File: src/rtl/cpu_defs.sv
// Shared ISA encodings and decode-stage bundle, reused by decode and execute.
package cpu_defs;

  localparam logic [5:0] OP_RTYPE = 6'b000000;
  localparam logic [5:0] OP_ADDI  = 6'b001000;
  localparam logic [5:0] OP_LW    = 6'b100011;
  localparam logic [5:0] OP_SW    = 6'b101011;
  localparam logic [5:0] OP_BEQ   = 6'b000100;
  localparam logic [5:0] OP_J     = 6'b000010;

  localparam logic [5:0] FN_ADD = 6'b100000;
  localparam logic [5:0] FN_SUB = 6'b100010;
  localparam logic [5:0] FN_AND = 6'b100100;
  localparam logic [5:0] FN_OR  = 6'b100101;
  localparam logic [5:0] FN_SLT = 6'b101010;

  typedef enum logic [3:0] {
    ALU_ADD = 4'd0,
    ALU_SUB = 4'd1,
    ALU_AND = 4'd2,
    ALU_OR  = 4'd3,
    ALU_SLT = 4'd4
  } alu_op_e;

  // Everything the decode stage hands to execute; all-zero is a bubble.
  typedef struct packed {
    logic [31:0] npc;
    logic [31:0] rs_val;
    logic [31:0] rt_val;
    logic [31:0] imm;
    logic [4:0]  rs;
    logic [4:0]  rt;
    logic [4:0]  dst;
    alu_op_e     alu_op;
    logic        alu_src;
    logic        reg_write;
    logic        mem_read;
    logic        mem_write;
    logic        branch;
    logic        jump;
    logic        illegal;
  } id_bundle_t;

  // Instructions whose rt field is a source operand (not a destination).
  function automatic logic reads_rt(input logic [5:0] op);
    return (op == OP_RTYPE) || (op == OP_SW) || (op == OP_BEQ);
  endfunction

endpackage

File: src/rtl/regfile.sv
// 32x32 register file, r0 hardwired to zero, write-through bypass on reads.
module regfile
(
  input  logic        clk,
  input  logic        rst,
  input  logic [4:0]  ra1,
  input  logic [4:0]  ra2,
  output logic [31:0] rd1,
  output logic [31:0] rd2,
  input  logic        we,
  input  logic [4:0]  wa,
  input  logic [31:0] wd
);

  logic [31:0] mem [32];

  // Storage: cleared by reset, r0 never written.
  always_ff @(posedge clk) begin
    if (rst) begin
      for (int i = 0; i < 32; i++) mem[i] <= '0;
    end else if (we && (wa != 5'd0)) begin
      mem[wa] <= wd;
    end
  end

  // Read ports: a write landing this edge is forwarded so decode sees new data.
  always_comb begin
    rd1 = mem[ra1];
    rd2 = mem[ra2];
    if (we && (wa == ra1)) rd1 = wd;
    if (we && (wa == ra2)) rd2 = wd;
    if (ra1 == 5'd0) rd1 = '0;
    if (ra2 == 5'd0) rd2 = '0;
  end

endmodule

File: src/rtl/decode.sv
// Decode stage: field extraction, control generation, load-use stall, ID register.
module decode
  import cpu_defs::*;
(
  input  logic        clk,
  input  logic        rst,
  input  logic [31:0] ir_if,
  input  logic [31:0] npc_if,
  input  logic        flush,
  input  logic        wb_we,
  input  logic [4:0]  wb_addr,
  input  logic [31:0] wb_data,
  output logic        stall,
  output logic [31:0] npc_id,
  output logic [31:0] rs_val_id,
  output logic [31:0] rt_val_id,
  output logic [31:0] imm_id,
  output logic [4:0]  rs_id,
  output logic [4:0]  rt_id,
  output logic [4:0]  dst_id,
  output logic [3:0]  alu_op_id,
  output logic        alu_src_id,
  output logic        reg_write_id,
  output logic        mem_read_id,
  output logic        mem_write_id,
  output logic        branch_id,
  output logic        jump_id,
  output logic        illegal_id
);

  logic [5:0]  op;
  logic [4:0]  rs;
  logic [4:0]  rt;
  logic [4:0]  rd;
  logic [5:0]  funct;
  logic [31:0] rs_val;
  logic [31:0] rt_val;
  logic        legal;
  id_bundle_t  dec;
  id_bundle_t  nxt;
  id_bundle_t  q;

  assign op    = ir_if[31:26];
  assign rs    = ir_if[25:21];
  assign rt    = ir_if[20:16];
  assign rd    = ir_if[15:11];
  assign funct = ir_if[5:0];

  regfile u_rf (
    .clk (clk),
    .rst (rst),
    .ra1 (rs),
    .ra2 (rt),
    .rd1 (rs_val),
    .rd2 (rt_val),
    .we  (wb_we),
    .wa  (wb_addr),
    .wd  (wb_data)
  );

  // Load-use hazard against the load now sitting in the ID register.
  // Reset and flush both kill it; flush wins because the stalled slot is dead.
  always_comb begin
    stall = 1'b0;
    if (!rst && !flush && q.mem_read && (q.dst != 5'd0)) begin
      stall = (q.dst == rs) || ((q.dst == rt) && reads_rt(op));
    end
  end

  // Instruction decode and bubble selection for the next ID contents.
  always_comb begin
    dec        = '0;
    legal      = 1'b1;
    dec.npc    = npc_if;
    dec.rs_val = rs_val;
    dec.rt_val = rt_val;
    dec.rs     = rs;
    dec.rt     = rt;
    dec.imm    = {{16{ir_if[15]}}, ir_if[15:0]};
    case (op)
      OP_RTYPE: begin
        dec.dst       = rd;
        dec.reg_write = 1'b1;
        case (funct)
          FN_ADD:  dec.alu_op = ALU_ADD;
          FN_SUB:  dec.alu_op = ALU_SUB;
          FN_AND:  dec.alu_op = ALU_AND;
          FN_OR:   dec.alu_op = ALU_OR;
          FN_SLT:  dec.alu_op = ALU_SLT;
          default: legal      = 1'b0;
        endcase
      end
      OP_ADDI: begin
        dec.dst       = rt;
        dec.reg_write = 1'b1;
        dec.alu_src   = 1'b1;
      end
      OP_LW: begin
        dec.dst       = rt;
        dec.reg_write = 1'b1;
        dec.mem_read  = 1'b1;
        dec.alu_src   = 1'b1;
      end
      OP_SW: begin
        dec.mem_write = 1'b1;
        dec.alu_src   = 1'b1;
      end
      OP_BEQ: begin
        dec.branch = 1'b1;
        dec.alu_op = ALU_SUB;
      end
      OP_J: begin
        dec.jump = 1'b1;
        dec.imm  = {6'b0, ir_if[25:0]};
      end
      default: legal = 1'b0;
    endcase

    nxt = dec;
    // All-zero word is the canonical NOP; held/killed slots become bubbles.
    // An illegal word held by a stall is flagged when it is actually issued.
    if (flush || stall || (ir_if == 32'd0)) begin
      nxt = '0;
    end else if (!legal) begin
      nxt         = '0;
      nxt.illegal = 1'b1;
    end
  end

  // ID pipeline register.
  always_ff @(posedge clk) begin
    if (rst) q <= '0;
    else     q <= nxt;
  end

  assign npc_id       = q.npc;
  assign rs_val_id    = q.rs_val;
  assign rt_val_id    = q.rt_val;
  assign imm_id       = q.imm;
  assign rs_id        = q.rs;
  assign rt_id        = q.rt;
  assign dst_id       = q.dst;
  assign alu_op_id    = q.alu_op;
  assign alu_src_id   = q.alu_src;
  assign reg_write_id = q.reg_write;
  assign mem_read_id  = q.mem_read;
  assign mem_write_id = q.mem_write;
  assign branch_id    = q.branch;
  assign jump_id      = q.jump;
  assign illegal_id   = q.illegal;

endmodule

File: config.mk
export PLATFORM = sky130hd
export DESIGN_NAME = decode
export DESIGN_NICKNAME = d
export VERILOG_FILES = /design/src/rtl/cpu_defs.sv /design/src/rtl/regfile.sv /design/src/rtl/decode.sv
export SDC_FILE = /design/constraint.sdc
export NUM_CORES = 2
export LEC_CHECK = 0
export ABC_AREA = 1
export CAP_MARGIN = 20
export CORE_UTILIZATION = 36
export DETAILED_ROUTE_END_ITERATION = 10
export PLACE_DENSITY_LB_ADDON = 0.2
export SLEW_MARGIN = 20
export SYNTH_ARGS = -nofsm -noshare
export SYNTH_HDL_FRONTEND = slang
export SYNTH_SLANG_ARGS = --single-unit
File: constraint.sdc
create_clock -name clk -period 3.7 [get_ports clk]
set_input_delay 0.74 -clock clk [delete_from_list [all_inputs] [get_ports clk]]
set_output_delay 0.74 -clock clk [all_outputs]
set_load 0.01 [all_outputs]
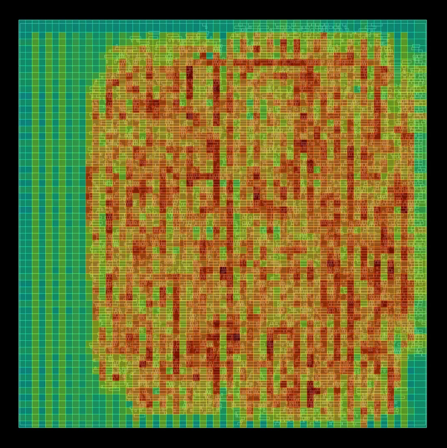
(routing congestion map)
grt peak-use layer: met2
Avg WL per Cell: 24.1 um
met3 demand-to-capacity share in global routing: 6.42%

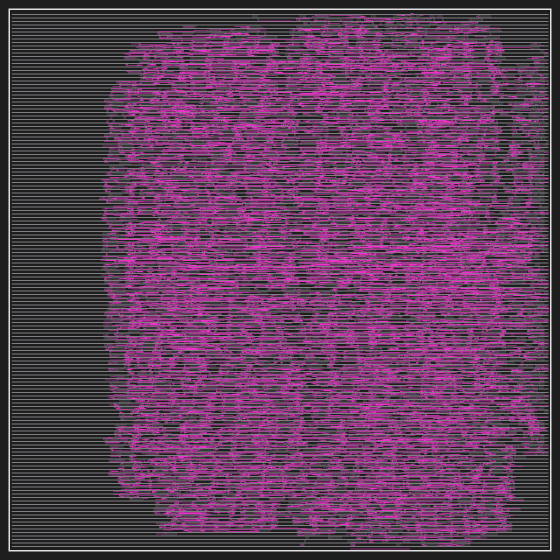
(the metal 1 layer)
Supply wires on this layer in gray. Cells faint in the background.
The layer carries 98.7 mm of wire. 7,482 nets have wire on it. The longest straight run is 90.2 um.
met1 usage: 35.9%
DRT Wirelength: 250,000 um
total via count after detailed routing: 56,700

==> flow_summary.toml <==
# synthesis and place-and-route metrics
[global_routing]
grt_start_max_net_pins = 137
global_route.overflow_total = 0
vias_in_the_first_global_route = 52600
grt_first_pass_wirelength_um = 359000
grt_antenna_before_repair = 6
groute.usage.overall_pct = 27.8

[final_layout]
design.seq.count = 1172
finish.instance_area_mm2 = 0.0731
area.share.combinational_pct = 33.0
final-nonclk-buf-share_pct = 7.68
comb_cells = 5518
dominant_cells = "flip-flops and latches"
area.sequential_mm2 = 0.0337
n_all_inverters = 618
multi_input_gate_area_in_the_final_layout_mm2 = 0.0241
num-fill-cells = 16900
area_growth_pct = 16.4
final_layout_top_logic_cell = "sky130_fd_sc_hd__nand2_1"
signal_buffers = 530
register_share_of_the_cell_area_pct = 46.1
finalNetCount = 8082
n_antenna_cell = 0
final_layout_size_suffix_gt1_share_pct = 8.03
clock_buffers = 187
final_cell_mix = "sky130_fd_sc_hd__nand2_1, sky130_fd_sc_hd__nor2_1, sky130_fd_sc_hd__edfxtp_1"
clockNetworkAreaShare_pct = 6.05

[floorplanning]
fp.dieW_um = 420
rows = 152
num_tap_cells = 2310
core-area_mm2 = 0.172
floorplan.die.height_um = 420
design.portCount = 260
initCoreUtil_pct = 36.4
fp.dieArea_mm2 = 0.176

[drt]
initialDrtViolationCount = 6695
post_drt_via_cell_ratio = 5.45
remaining_drc_errors = 0
route.antenna.remaining_nets = 0
detailedRoute.firstPassIterationCount = 7

[clocking]
cts_resized = 0
cts_htree_levels = 4
clock_latency_ns = 0.80
cts_max_path_buffers = 3
tritoncts = "done"
cts.reportedPaths.clkPinSlew_ns = 0.06
post_cts_buffers = 0
number_of_buffers_inserted_during_clock_tree_synthesis = 137
cts.sink_count = 1172
clockRootBuffer = "sky130_fd_sc_hd__clkbuf_16"
holdBufCountCts = 0

[worst_setup_path]
path_class = "input pin to primary output"
critical_path_buf_inv_count = 3
critPathSlowestCell = "sky130_fd_sc_hd__clkdlybuf4s50_1"
path_cells = "clkdlybuf4s50_1, nand2_1, nor2_1, nand2_1, nand2_1, nand3_1, nand2_1, nand2_2, inv_1, clkdlybuf4s50_1"
cp.arrival_ns = 2.58
timing.critical_path.from_type = "input pin"
slowest_delay_ns = 0.54
path_common_cell = "sky130_fd_sc_hd__nand2_1"
worstPathRequired_ns = 2.96
cp_max_fo = 4
timing.critical_path.to_type = "primary output"
critical_path.top_delay_family = "buffers and inverters"

[power_and_ir_drop]
power.clock.fraction_pct = 40.9
p_seq_share_pct = 46.1
p_int_mw = 24.1
power.leakage_nw = 30.7
totalPowerFinal_mw = 33.2
switching_power_mw = 9.09
ratio_of_total_power_to_cell_area_mw_per_mm2 = 454
power_switching_share_pct = 27.4
vdd_ir_drop_max_mv = 0.340
power_frac_comb_pct = 13.0

[hold_path]
hp-class = "input pin to flip-flop"

[final_timing]
report.final.hold_viol_count = 0
setup_violations = 0
max_clock_freq_mhz = 301
timing.clock.skew_ns = 0.0293
hold_slack_ns = 0.311
setup_tns_ns = 0
timing.final.crit_period_ns = 3.32
slew_headroom_pct = 34.9
worst_pin_slew_ns = 0.976
timing.final.ws_setup_ns = 0.382
final_slew_violations = 0
setup_repair_after_global_routing_missed_its_margin = "no"
final.period_utilization_pct = 89.7

[synthesis]
ff_type = "sky130_fd_sc_hd__edfxtp_1"
area_of_the_mapped_netlist_mm2 = 0.0628
netlist_instances = 7935
yosys_register_bits = 1172
synth.cells.most_frequent = "sky130_fd_sc_hd__nand2_1, sky130_fd_sc_hd__nor2_1, sky130_fd_sc_hd__edfxtp_1"
synthDominantAreaCellType = "sky130_fd_sc_hd__edfxtp_1"
synth.yosys.seq_area_share_pct = 53.7
yosys.area.top_type_share_pct = 49.0
synth.top_cells.by_area = "sky130_fd_sc_hd__edfxtp_1, sky130_fd_sc_hd__nand2_1, sky130_fd_sc_hd__nor2_1, sky130_fd_sc_hd__nand3_1, sky130_fd_sc_hd__dfxtp_1"
ys_async_sr_fraction_pct = 0
ys_cells = 7935
synth_top_cell_by_count = "sky130_fd_sc_hd__nand2_1"
netlist-cell-type-count = 36
synth.yosys.chip_area_mm2 = 0.0628
syn_avg_cell_area_um2 = 7.92
edf_count = 1024
count_of_warnings_emitted_by_yosys = 0

[flow_run]
timing.max_cap.violations = 0
tool_warnings = 35

[place]
port_buffers = 258
detailed_place_hpwl_um = 150000
dpl_ws_ns = 0.371
place.gp.congestion = 0.894
dpl_cell_area_mm2 = 0.0687

[status]
outcome = "finished, final reports clean"
sequential cells by signal, indices dropped and copies added, names as in the netlist, 3 cells and up:
signal     count
dst_id         5
rs_id          5
rs_val_id     32
rt_val_id     32
alu_op_id      3
npc_id        32
rt_id          5
u_rf.mem    1024
imm_id        27
path summary, 6_finish.rpt:
check | from | slack, ns | cells after the start | end
max | ir_if[27] | 0.38 | 10 | stall
min | ir_if[17] | 0.31 | 3 | dst_id[1]
max reg2reg | dst_id[0] | 1.70 | 10 | rs_val_id[14]
min reg2reg | u_rf.mem[0][0] | 0.83 | 8 | rs_val_id[0]
metrics by stage:
step	utilization (%)	cells
finish	42.4	10400
detailed placement	39.8	10100
floorplan	-	7967
CTS	42.4	10400
global placement	39.8	10100
global route	42.4	10400
logic make-up after synthesis:
family / count (synthesis) / synth area share [%]
AOI/OAI and AO/OA: 841 / 7.84
DFF: 1172 / 53.7
other: 1 / 0.00597
buffers and inverters: 1277 / 8.39
xor gates and xnor gates: 15 / 0.209
and+or+nand+nor: 4629 / 29.9
layer usage:
layer	track usage, %	vias to the layer above	wire length, um
met2	45.1	3132	115000
met4	10.9	2	9420
met3	6.42	499	27500
met1	35.9	27200	98700
li1	-	25900	-
met5	0	-	13
power groups by stage:
| stage | logic [mW] | registers (mW) | clock network, mW |
|---|---|---|---|
| after floorplan | 2.46 | 15.5 | 0 |
| after global placement | 4.17 | 15.5 | 0 |
| after detailed placement | 4.20 | 15.6 | 0 |
| after CTS | 4.22 | 15.3 | 13.7 |
| after global routing | 4.63 | 15.4 | 14.2 |
| final | 4.31 | 15.3 | 13.6 |
Power figures rest on the tool's default switching activity, not on a simulated workload.
